<file path="src/rtl/serial_rx_if.sv">
// Serial receiver bus: the line input plus the received-byte outputs.
// The slave modport is the receiver's side; the master modport is the line driver and observer.
interface serial_rx_if;
    logic       rx;
    logic [7:0] data;
    logic       valid;
    logic       frame_err;
    logic       busy;

    modport master (output rx, input data, input valid, input frame_err, input busy);
    modport slave  (input rx, output data, output valid, output frame_err, output busy);
endinterface

</file>
<file path="src/rtl/serial_rx.sv">
// 8N1 UART receiver: synchronizes rx, times samples from the start-bit edge, and
// emits single-cycle valid / frame_err pulses.
module serial_rx #(
    parameter int CLKS_PER_BIT = 16
) (
    input  logic        clk,
    input  logic        rst_n,
    serial_rx_if.slave  rx_bus
);
    localparam int CNT_W = $clog2(CLKS_PER_BIT);
    localparam logic [CNT_W-1:0] HALF_LAST = CNT_W'(CLKS_PER_BIT / 2 - 1);
    localparam logic [CNT_W-1:0] BIT_LAST  = CNT_W'(CLKS_PER_BIT - 1);

    typedef enum logic [2:0] {
        S_IDLE,
        S_START,
        S_DATA,
        S_STOP,
        S_WAIT_HIGH
    } state_e;

    state_e           state_q, state_d;
    logic [CNT_W-1:0] cnt_q, cnt_d;
    logic [2:0]       bit_idx_q, bit_idx_d;
    logic [7:0]       shift_q, shift_d;
    logic [7:0]       data_q, data_d;
    logic             valid_q, valid_d;
    logic             frame_err_q, frame_err_d;
    logic             sync1_q, sync2_q;
    logic             rx_s;

    assign rx_s = sync2_q;

    always_ff @(posedge clk or negedge rst_n) begin
        if (!rst_n) begin
            sync1_q     <= 1'b1;
            sync2_q     <= 1'b1;
            state_q     <= S_IDLE;
            cnt_q       <= '0;
            bit_idx_q   <= '0;
            shift_q     <= '0;
            data_q      <= '0;
            valid_q     <= 1'b0;
            frame_err_q <= 1'b0;
        end else begin
            sync1_q     <= rx_bus.rx;
            sync2_q     <= sync1_q;
            state_q     <= state_d;
            cnt_q       <= cnt_d;
            bit_idx_q   <= bit_idx_d;
            shift_q     <= shift_d;
            data_q      <= data_d;
            valid_q     <= valid_d;
            frame_err_q <= frame_err_d;
        end
    end

    // The counter is cleared at every sample point, so each stage only
    // counts its own interval since the previous sample.
    always_comb begin
        state_d     = state_q;
        cnt_d       = cnt_q;
        bit_idx_d   = bit_idx_q;
        shift_d     = shift_q;
        data_d      = data_q;
        valid_d     = 1'b0;
        frame_err_d = 1'b0;
        case (state_q)
            S_IDLE: begin
                cnt_d = '0;
                if (!rx_s) begin
                    state_d = S_START;
                end
            end
            S_START: begin
                if (cnt_q == HALF_LAST) begin
                    cnt_d     = '0;
                    bit_idx_d = '0;
                    state_d   = rx_s ? S_IDLE : S_DATA;
                end else begin
                    cnt_d = cnt_q + 1'b1;
                end
            end
            S_DATA: begin
                if (cnt_q == BIT_LAST) begin
                    cnt_d              = '0;
                    shift_d[bit_idx_q] = rx_s;
                    if (bit_idx_q == 3'd7) begin
                        state_d = S_STOP;
                    end else begin
                        bit_idx_d = bit_idx_q + 1'b1;
                    end
                end else begin
                    cnt_d = cnt_q + 1'b1;
                end
            end
            S_STOP: begin
                if (cnt_q == BIT_LAST) begin
                    cnt_d = '0;
                    if (rx_s) begin
                        data_d  = shift_q;
                        valid_d = 1'b1;
                        state_d = S_IDLE;
                    end else begin
                        frame_err_d = 1'b1;
                        state_d     = S_WAIT_HIGH;
                    end
                end else begin
                    cnt_d = cnt_q + 1'b1;
                end
            end
            S_WAIT_HIGH: begin
                cnt_d = '0;
                if (rx_s) begin
                    state_d = S_IDLE;
                end
            end
            default: begin
                state_d = S_IDLE;
                cnt_d   = '0;
            end
        endcase
    end

    assign rx_bus.data      = data_q;
    assign rx_bus.valid     = valid_q;
    assign rx_bus.frame_err = frame_err_q;
    assign rx_bus.busy      = (state_q != S_IDLE);
endmodule

</file>
<file path="src/flat_wrapper.sv">
// flat-port wrapper written by rule: the top's interface ports become plain ports
module serial_rx_flat 
#(
    parameter int CLKS_PER_BIT = 16
)
  (clk, rst_n, rx_bus_rx, rx_bus_data, rx_bus_valid, rx_bus_frame_err, rx_bus_busy);
  serial_rx_if rx_bus_i ();
  input  logic clk;
  input  logic rst_n;
  input wire logic [$bits(rx_bus_i.rx)-1:0] rx_bus_rx;
  output wire logic [$bits(rx_bus_i.data)-1:0] rx_bus_data;
  output wire logic [$bits(rx_bus_i.valid)-1:0] rx_bus_valid;
  output wire logic [$bits(rx_bus_i.frame_err)-1:0] rx_bus_frame_err;
  output wire logic [$bits(rx_bus_i.busy)-1:0] rx_bus_busy;
  assign rx_bus_i.rx = rx_bus_rx;
  assign rx_bus_data = rx_bus_i.data;
  assign rx_bus_valid = rx_bus_i.valid;
  assign rx_bus_frame_err = rx_bus_i.frame_err;
  assign rx_bus_busy = rx_bus_i.busy;
  serial_rx #(.CLKS_PER_BIT(CLKS_PER_BIT)) u_core (.clk(clk), .rst_n(rst_n), .rx_bus(rx_bus_i));
endmodule
</file>
<file path="config.mk">
export PLATFORM = sky130hd
export DESIGN_NAME = serial_rx_flat
export DESIGN_NICKNAME = d
export VERILOG_FILES = /design/src/rtl/serial_rx_if.sv /design/src/rtl/serial_rx.sv /design/src/flat_wrapper.sv
export SDC_FILE = /design/constraint.sdc
export NUM_CORES = 1
export LEC_CHECK = 0
export CORE_ASPECT_RATIO = 0.7
export CORE_MARGIN = 3
export CORE_UTILIZATION = 25
export CTS_BUF_LIST = sky130_fd_sc_hd__clkbuf_16
export DETAILED_ROUTE_END_ITERATION = 7
export GPL_TIMING_DRIVEN = 0
export SLEW_MARGIN = 20
export SYNTH_ARGS = -nofsm -noshare
export SYNTH_HDL_FRONTEND = slang
export SYNTH_SLANG_ARGS = --single-unit
export TNS_END_PERCENT = 30
</file>
<file path="constraint.sdc">
create_clock -name clk -period 1.6 [get_ports clk]
set_input_delay 0.16 -clock clk [delete_from_list [all_inputs] [get_ports clk]]
set_output_delay 0.16 -clock clk [all_outputs]
set_load 0.005 [all_outputs]
</file>
Figure 1. M2 wires.
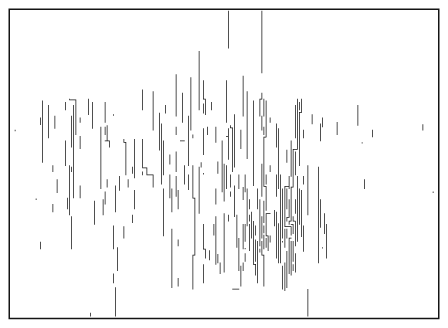
- wire length on this layer: 1180 microns
- longest straight run: 21.1 microns

Figure 2. Metal 1.
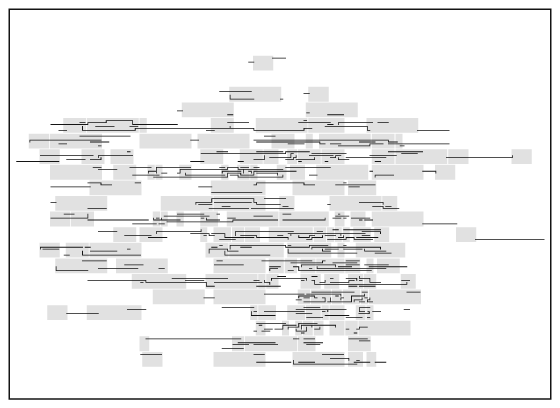
- share of all routed wire: 48%
- nets with wire on the layer: 139
- main direction: horizontal

Figure 3. Cell density map.
The bar under the picture is 20 microns long. The die is cut into 9 by 7 equal tiles; dark blue is low, red is high, 0 to 100% covered.
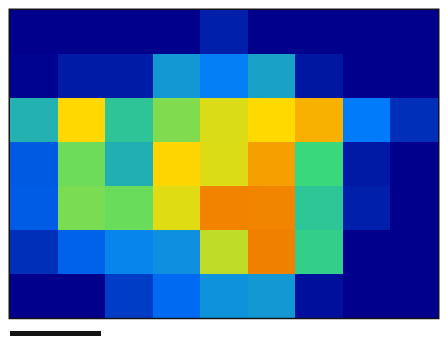
- nearly empty tiles: 30%
- mean over tiles: 29%
- densest ninth of the die: center
- tiles over 75% full: 13%
- fullest tile: 86%
final core utilization: 0.3824
Core Box Area: 5019 sq um

Figure 4. Routing congestion.
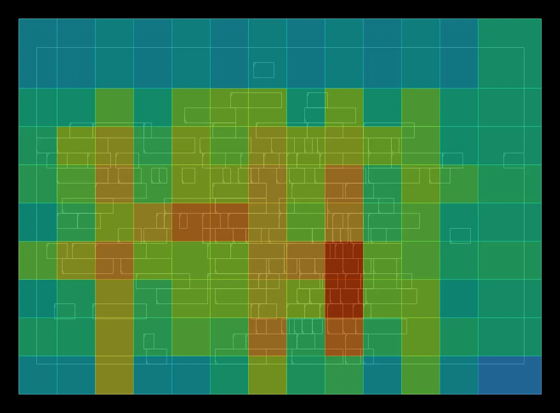
met1 Resource Use GR: 0.1271
routed len/inst: 12.67 microns

==> results.sh <==
# source this file to load flow results
export IMPL_openroad_warnings=29
export IMPL_hold_endpoint="u_core.sync1_q"
export IMPL_wl_met2_microns=1181
export IMPL_ys_types=35
export IMPL_required_time_worst_endpoint_ns=1.75
export IMPL_insertion_delay_ns=0.27
export IMPL_grt_util_all_layers=0.09602
export IMPL_setup_tns_final_ns=-0.02798
export IMPL_drive_gt1_frac=0.3862
export IMPL_numCtsBuffers=5
export IMPL_worst_slew_margin_rel=0.5551
export IMPL_first_global_vias=948
export IMPL_synth_top_cell_by_area="sky130_fd_sc_hd__dfrtp_1"
export IMPL_met3WireLength_microns=172
export IMPL_worstPathMaxFanout=2
export IMPL_syn_instance_count=109
export IMPL_worst_setup_margin_ns=-0.02798
export IMPL_cts_setup_buffers=14
export IMPL_detail_route_wirelength_microns=2712
export IMPL_pwr_density_cell_nw_per_um2=1248
export IMPL_result_of_the_run="finished, violations left"
export IMPL_mappedNetlistArea_sq_um=1361
export IMPL_stdcell_area_sq_um=1919
export IMPL_fp_nets=115
export IMPL_fp_util=0.2713
export IMPL_postCtsResizedCells=16
export IMPL_crit_path_frequent_cell="sky130_fd_sc_hd__ha_4"
export IMPL_critPathArrivalTime_ns=1.78
export IMPL_routed_top_layer="met4"
export IMPL_timing_clock_skew_ns=0.007827
export IMPL_report_final_setup_viol=1
export IMPL_failing_checks="negative setup slack"
export IMPL_grt_max_degree=31
export IMPL_max_slew_worst_pin_slew_ns=0.6674
export IMPL_synth_top_flop_cell="sky130_fd_sc_hd__dfrtp_1"
export IMPL_synth_avg_cell_area_sq_um=12.49
export IMPL_worst_r2r_endpoint="u_core.state_q[1]"
export IMPL_die_width_microns=94.20
export IMPL_dp_hpwl_microns=1694
export IMPL_synth_async_reset_ratio=1.000
export IMPL_achievable_frequency_mhz=614.3
export IMPL_number_of_h_tree_levels=2
export IMPL_dieArea_sq_um=6381
-- routing by layer --
layer / global-route usage / up-vias
li1: - / 462
met1: 0.1271 / 467
met2: 0.1387 / 29
met3: 0.02673 / 5
met4: 0.05946 / 0
met5: 0 / -
-- layout make-up --
class                           instances  area, sq um
Buffer                                  4        36.28
Clock buffer                            5        125.1
Clock inverter                          3        11.26
Fill cell                             467         3099
Inverter                                2        7.507
Multi-Input combinational cell         73        661.9
Sequential cell                        30        755.7
Tap cell                               69        86.33
Timing Repair Buffer                   28        235.2
-- how the worst max path moves through the flow --
stage,endpoint,cells past startpoint,startpoint
2_1_floorplan,u_core.state_q[1],6,u_core.bit_idx_q[1]
4_1_cts,u_core.state_q[1],6,u_core.bit_idx_q[1]
3_3_place_gp,u_core.state_q[1],6,u_core.bit_idx_q[1]
6_report,u_core.state_q[1],6,u_core.bit_idx_q[0]
3_5_place_dp,u_core.state_q[1],6,u_core.bit_idx_q[1]
5_1_grt,u_core.state_q[1],6,u_core.bit_idx_q[1]
-- power by group --
group	internal (uW)	switching (uW)	leakage, uW	total (uW)
logic	299	308	0.000385	607
clock network	557	301	0.0000738	857
registers	839	91.1	0.000399	931
total	1700	700	0.000857	2400
-- cell usage in the layout (no fill, tap or decap), types with 2 or more instances in the layout --
master                            instances
sky130_fd_sc_hd__nor4_4                   2
sky130_fd_sc_hd__nand2_1                  9
sky130_fd_sc_hd__nor4b_4                  2
sky130_fd_sc_hd__nor2_2                   2
sky130_fd_sc_hd__a21oi_1                  2
sky130_fd_sc_hd__clkdlybuf4s50_1         11
sky130_fd_sc_hd__dfstp_2                  2
sky130_fd_sc_hd__inv_1                    4
sky130_fd_sc_hd__nand3_1                  4
sky130_fd_sc_hd__buf_4                   15
sky130_fd_sc_hd__nor2b_1                  2
sky130_fd_sc_hd__dfrtp_1                 26
sky130_fd_sc_hd__clkbuf_16                5
sky130_fd_sc_hd__nor2_1                   8
sky130_fd_sc_hd__xnor2_1                  2
sky130_fd_sc_hd__ha_4                     3
sky130_fd_sc_hd__mux2_1                   2
sky130_fd_sc_hd__dfrtp_2                  2
sky130_fd_sc_hd__a22o_1                   2
sky130_fd_sc_hd__mux2_2                  16
-- logic make-up (layout without fill, tap and decap cells) --
family                     Yosys count  count (layout)  synth area share
buffers and inverters                6              42           0.02022
DFF                                 30              30            0.5533
adders and majority gates            3               3           0.02758
and+or+nand+nor                     39              39            0.1765
xor gates and xnor gates             3               3           0.01930
muxes                               18              18            0.1489
AOI/OAI and AO/OA                   10              10           0.05423
-- metrics by stage --
step                      utilization  std cells
after global routing           0.3824        214
after floorplan                     -        109
after CTS                      0.3815        214
after detailed placement       0.3194        191
final                          0.3824        214
after global placement         0.3204        191
-- flip-flops by register name, summed over array words and instances (netlist names) --
| name | count |
|---|---|
| u_core.cnt_q | 4 |
| u_core.state_q | 3 |
| u_core.sync1_q | 1 |
| u_core.shift_q | 8 |
| u_core.rx_s | 1 |
| u_core.rx_bus.frame_err | 1 |
| u_core.bit_idx_q | 3 |
| u_core.rx_bus.valid | 1 |
| u_core.rx_bus.data | 8 |
Power figures rest on the tool's default switching activity, not on a simulated workload.
